`config.mk`:
```
export PLATFORM = sky130hd
export DESIGN_NAME = uart_tx_arbiter
export DESIGN_NICKNAME = d
export VERILOG_FILES = /design/src/rtl/uart_pkg.sv /design/src/rtl/rr_arbiter.sv /design/src/rtl/uart_tx_arbiter.sv
export SDC_FILE = /design/constraint.sdc
export NUM_CORES = 1
export LEC_CHECK = 0
export CORE_AREA = 2 2 63 65
export DETAILED_ROUTE_END_ITERATION = 6
export DIE_AREA = 0 0 65 67
export MAX_ROUTING_LAYER = met4
export PLACE_DENSITY = 0.78
export SLEW_MARGIN = 15
export SYNTH_ARGS = -nofsm -noshare
export SYNTH_HDL_FRONTEND = slang
export SYNTH_HIERARCHICAL = 1
export SYNTH_SLANG_ARGS = --single-unit
```
`constraint.sdc`:
```
create_clock -name i_clk -period 1.9 [get_ports i_clk]
set_input_delay 0.38 -clock i_clk [delete_from_list [all_inputs] [get_ports i_clk]]
set_output_delay 0.38 -clock i_clk [all_outputs]
set_load 0.1 [all_outputs]
```
`src/rtl/uart_pkg.sv`:
```
`default_nettype none
// ---------------------------------------------------------------------------
// uart_pkg : shared FSM state encoding and header sync nibble for UART TX muxing
// Rev 1.0
// ---------------------------------------------------------------------------
package uart_pkg;

  typedef enum logic [1:0] {
    ST_IDLE   = 2'd0,
    ST_HEADER = 2'd1,
    ST_DATA   = 2'd2
  } tx_state_e;

  localparam logic [3:0] HDR_SYNC = 4'hA;

endpackage
`default_nettype wire

```
`src/rtl/rr_arbiter.sv`:
```
`default_nettype none
// ---------------------------------------------------------------------------
// rr_arbiter : combinational round-robin pick, search begins just after ptr
// Rev 1.0
// ---------------------------------------------------------------------------
module rr_arbiter #(
  parameter int NumReq = 4,
  parameter int IdxW   = $clog2(NumReq)
) (
  input  logic [NumReq-1:0] req,
  input  logic [IdxW-1:0]   ptr,
  output logic [NumReq-1:0] grant,
  output logic [IdxW-1:0]   idx
);

  logic found;

  // Two passes: indices above ptr first, then wrap around to 0..ptr.
  always_comb begin
    grant = '0;
    idx   = '0;
    found = 1'b0;
    for (int j = 0; j < NumReq; j++) begin
      if (!found && (j > int'(ptr)) && req[j]) begin
        grant[j] = 1'b1;
        idx      = IdxW'(j);
        found    = 1'b1;
      end
    end
    for (int j = 0; j < NumReq; j++) begin
      if (!found && (j <= int'(ptr)) && req[j]) begin
        grant[j] = 1'b1;
        idx      = IdxW'(j);
        found    = 1'b1;
      end
    end
  end

endmodule
`default_nettype wire

```
`src/rtl/uart_tx_arbiter.sv`:
```
`default_nettype none
// ---------------------------------------------------------------------------
// uart_tx_arbiter : round-robin sharing of one UART TX FIFO among requesters
// Rev 1.0
// ---------------------------------------------------------------------------
module uart_tx_arbiter
  import uart_pkg::*;
#(
  parameter int NumReq     = 4,
  parameter int DataLength = 8,
  parameter bit HeaderEn   = 1'b1,
  parameter int MaxMsgLen  = 16
) (
  input  logic                         i_clk,
  input  logic                         i_rst,
  input  logic [NumReq-1:0]            i_req_valid,
  input  logic [NumReq*DataLength-1:0] i_req_data,
  input  logic [NumReq-1:0]            i_req_last,
  output logic [NumReq-1:0]            o_req_ready,
  output logic [DataLength-1:0]        o_tx_data,
  output logic                         o_tx_req,
  input  logic                         i_tx_rdy,
  output logic [NumReq-1:0]            o_grant,
  output logic                         o_busy,
  output logic                         o_trunc
);

  localparam int         IdxW    = $clog2(NumReq);
  localparam logic [7:0] LAST_CNT = 8'(MaxMsgLen - 1);

  tx_state_e             state, state_nxt;
  logic [NumReq-1:0]     grant;
  logic [IdxW-1:0]       owner;
  logic [IdxW-1:0]       ptr;
  logic [7:0]            byte_cnt;

  logic [NumReq-1:0]     arb_grant;
  logic [IdxW-1:0]       arb_idx;
  logic                  sel_valid;
  logic                  sel_last;
  logic [DataLength-1:0] sel_data;
  logic [DataLength-1:0] hdr_byte;
  logic                  xfer;
  logic                  msg_done;
  logic                  start;

  rr_arbiter #(
    .NumReq (NumReq),
    .IdxW   (IdxW)
  ) u_rr (
    .req   (i_req_valid),
    .ptr   (ptr),
    .grant (arb_grant),
    .idx   (arb_idx)
  );

  // Owner mux driven by the registered one-hot grant.
  always_comb begin
    sel_valid = 1'b0;
    sel_last  = 1'b0;
    sel_data  = '0;
    for (int k = 0; k < NumReq; k++) begin
      if (grant[k]) begin
        sel_valid = i_req_valid[k];
        sel_last  = i_req_last[k];
        sel_data  = i_req_data[k*DataLength +: DataLength];
      end
    end
  end

  always_comb begin
    hdr_byte                   = '0;
    hdr_byte[DataLength-1 -: 4] = HDR_SYNC;
    hdr_byte[IdxW-1:0]         = owner;
  end

  assign start = (state == ST_IDLE) && (|i_req_valid);

  always_comb begin
    state_nxt   = state;
    o_tx_req    = 1'b0;
    o_tx_data   = '0;
    o_req_ready = '0;
    o_trunc     = 1'b0;
    xfer        = 1'b0;
    msg_done    = 1'b0;
    case (state)
      ST_IDLE: begin
        if (start) state_nxt = HeaderEn ? ST_HEADER : ST_DATA;
      end
      ST_HEADER: begin
        o_tx_req = i_tx_rdy;
        if (i_tx_rdy) begin
          o_tx_data = hdr_byte;
          state_nxt = ST_DATA;
        end
      end
      ST_DATA: begin
        o_req_ready = grant & {NumReq{i_tx_rdy}};
        xfer        = sel_valid & i_tx_rdy;
        o_tx_req    = xfer;
        if (xfer) begin
          o_tx_data = sel_data;
          if (sel_last) begin
            msg_done  = 1'b1;
            state_nxt = ST_IDLE;
          end else if (byte_cnt == LAST_CNT) begin
            // Remaining bytes of this requester re-arbitrate as a new message.
            o_trunc   = 1'b1;
            msg_done  = 1'b1;
            state_nxt = ST_IDLE;
          end
        end
      end
      default: state_nxt = ST_IDLE;
    endcase
  end

  always_ff @(posedge i_clk) begin
    if (i_rst) begin
      state    <= ST_IDLE;
      grant    <= '0;
      owner    <= '0;
      ptr      <= IdxW'(NumReq - 1);
      byte_cnt <= '0;
    end else begin
      state <= state_nxt;
      if (start) begin
        grant    <= arb_grant;
        owner    <= arb_idx;
        byte_cnt <= '0;
      end
      if (xfer) byte_cnt <= byte_cnt + 8'd1;
      if (msg_done) begin
        grant <= '0;
        ptr   <= owner;
      end
    end
  end

  assign o_grant = grant;
  assign o_busy  = (state != ST_IDLE);

endmodule
`default_nettype wire

```
==> images/class_map.png <==
Fill, decap, tap and diode cells in gray.
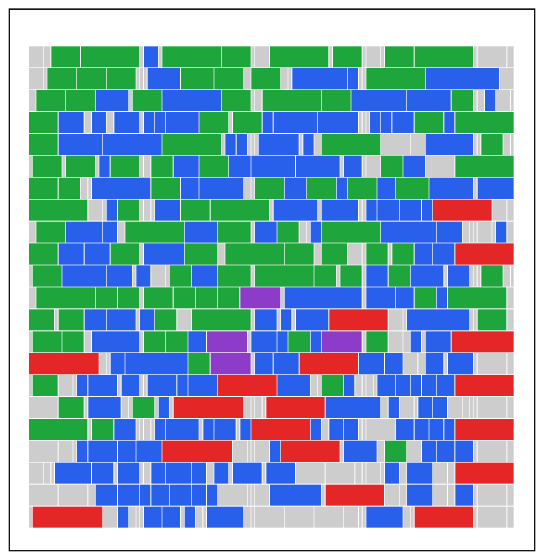
| color | class | cells | share of their area |
|---|---|---|---|
| red | registers | 18 | 13% |
| purple | clock drivers and dummy loads | 4 | 1.9% |
| green | remaining buffers and delay cells | 98 | 38% |
| blue | remaining logic cells | 167 | 48% |

==> images/route_heat.png <==
The die is cut into 13 by 13 equal tiles; dark blue is low, red is high, scaled to the fullest tile. Values are wire area over tile area, all layers added.
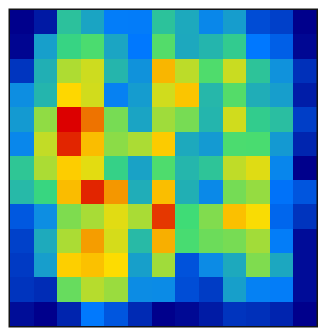
fullest tile: 0.52
densest ninth of the die: west
nearly empty tiles: 5.3%
mean over tiles: 0.22
tiles over half the peak: 39%

==> images/port_trees.png <==
Bar = 20 um.
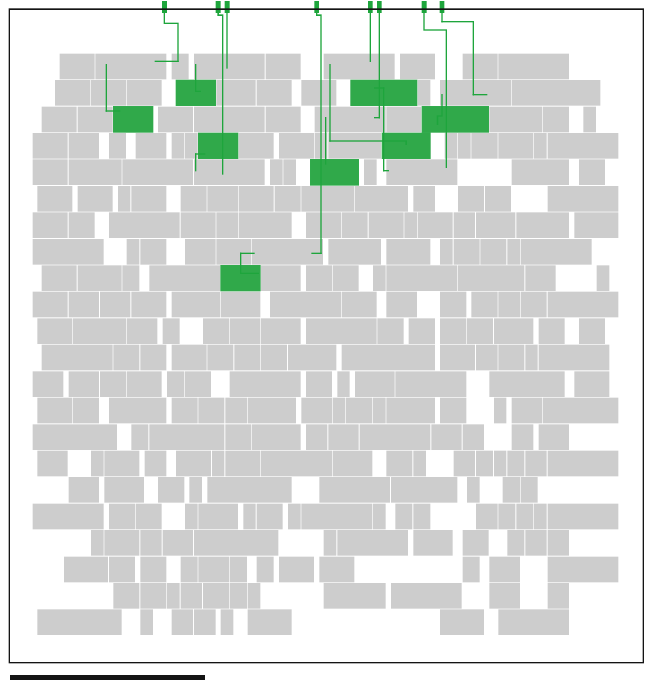
| color | port | bits | direction | edge | end cells | buffers | wire |
|---|---|---|---|---|---|---|---|
| green | `o_tx_data` | 8 | output | north | 8 | 8 | 157 um |
Port Buffers: 61
I/O pin count: 62

==> images/floorplan.png <==
Bar = 20 um. Pins as bars on the die edge. Tap cells in gray.
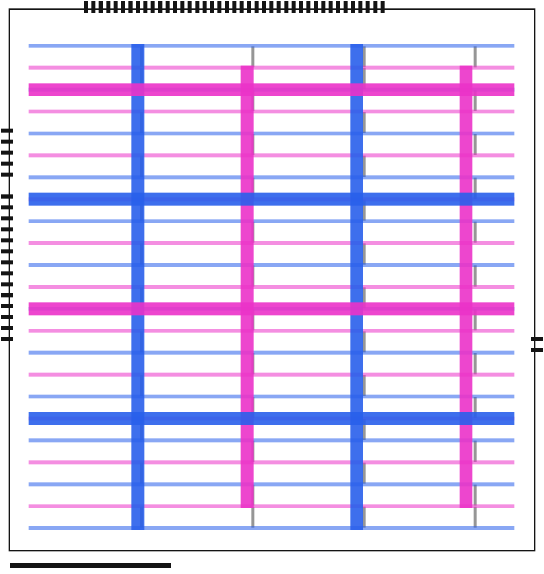
| color | net |
|---|---|
| magenta | VDD |
| blue | VSS |
tap cells: 48
met4 straps: 4
met1 rails: 23
rows: 22

==> images/placed.png <==
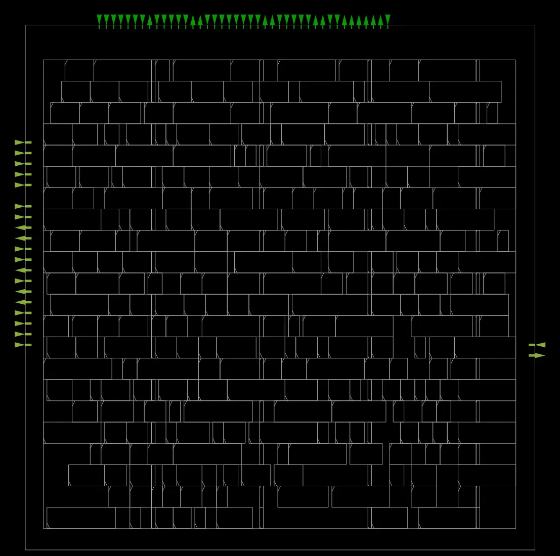
core area: 3610 um^2
Finished Core Util: 83.0%
well tap count: 48
Fillers: 200

==> impl_metrics.yaml <==
# yosys + openroad results
run_status:
  outcome: "finished with violations"
  violations: "setup timing"
power:
  p_per_area_nw_per_um2: 578
  total_power_uw: 1730
grt:
  top_usage_layer: "met2"
setup_path:
  crit_start: "o_grant[1]"
  crit_required_ns: 1.52
  worstSetupEndpointType: "primary output"
logic_synthesis:
  topCombFamilyByArea: "AND-OR/OR-AND gates"
  synthCells: 199
  synthTopCellsByArea: "dfxtp_1 24%, nor2_1 6.6%, a221oi_1 4.6%, mux2i_1 3.9%, a21oi_1 3.6%"
  simple_gate_area_share_pct: 28.0
  ys_async_sr_fraction_pct: 0
clock_tree:
  cts_tree: "yes"
  clock_latency_ns: 0.26
  cts_buffer_depth: 2
  cts_setup_buffers: 6
routing:
  viasPerCell: 5.67
  drc: 0
  first_iter_violations: 93
job:
  warnings: 31
sta:
  setup_viol: 10
  layout_setup_ws_ns: -0.258
  hold_viol: 0
  final_max_slew_viol_count: 0
cells_and_area:
  syn_to_final_growth_pct: 96.0
  top_register: "byte_cnt"
  lay_top_cells: "36 x clkdlybuf4s50_1, 31 x buf_4, 23 x nor2_1, 20 x buf_12, 13 x dfxtp_1"
  num-nonclk-buffers: 98
  buffer_area_share_pct: 36.9
min_path:
  whs_path_depth: 1
Power figures rest on the tool's default switching activity, not on a simulated workload.
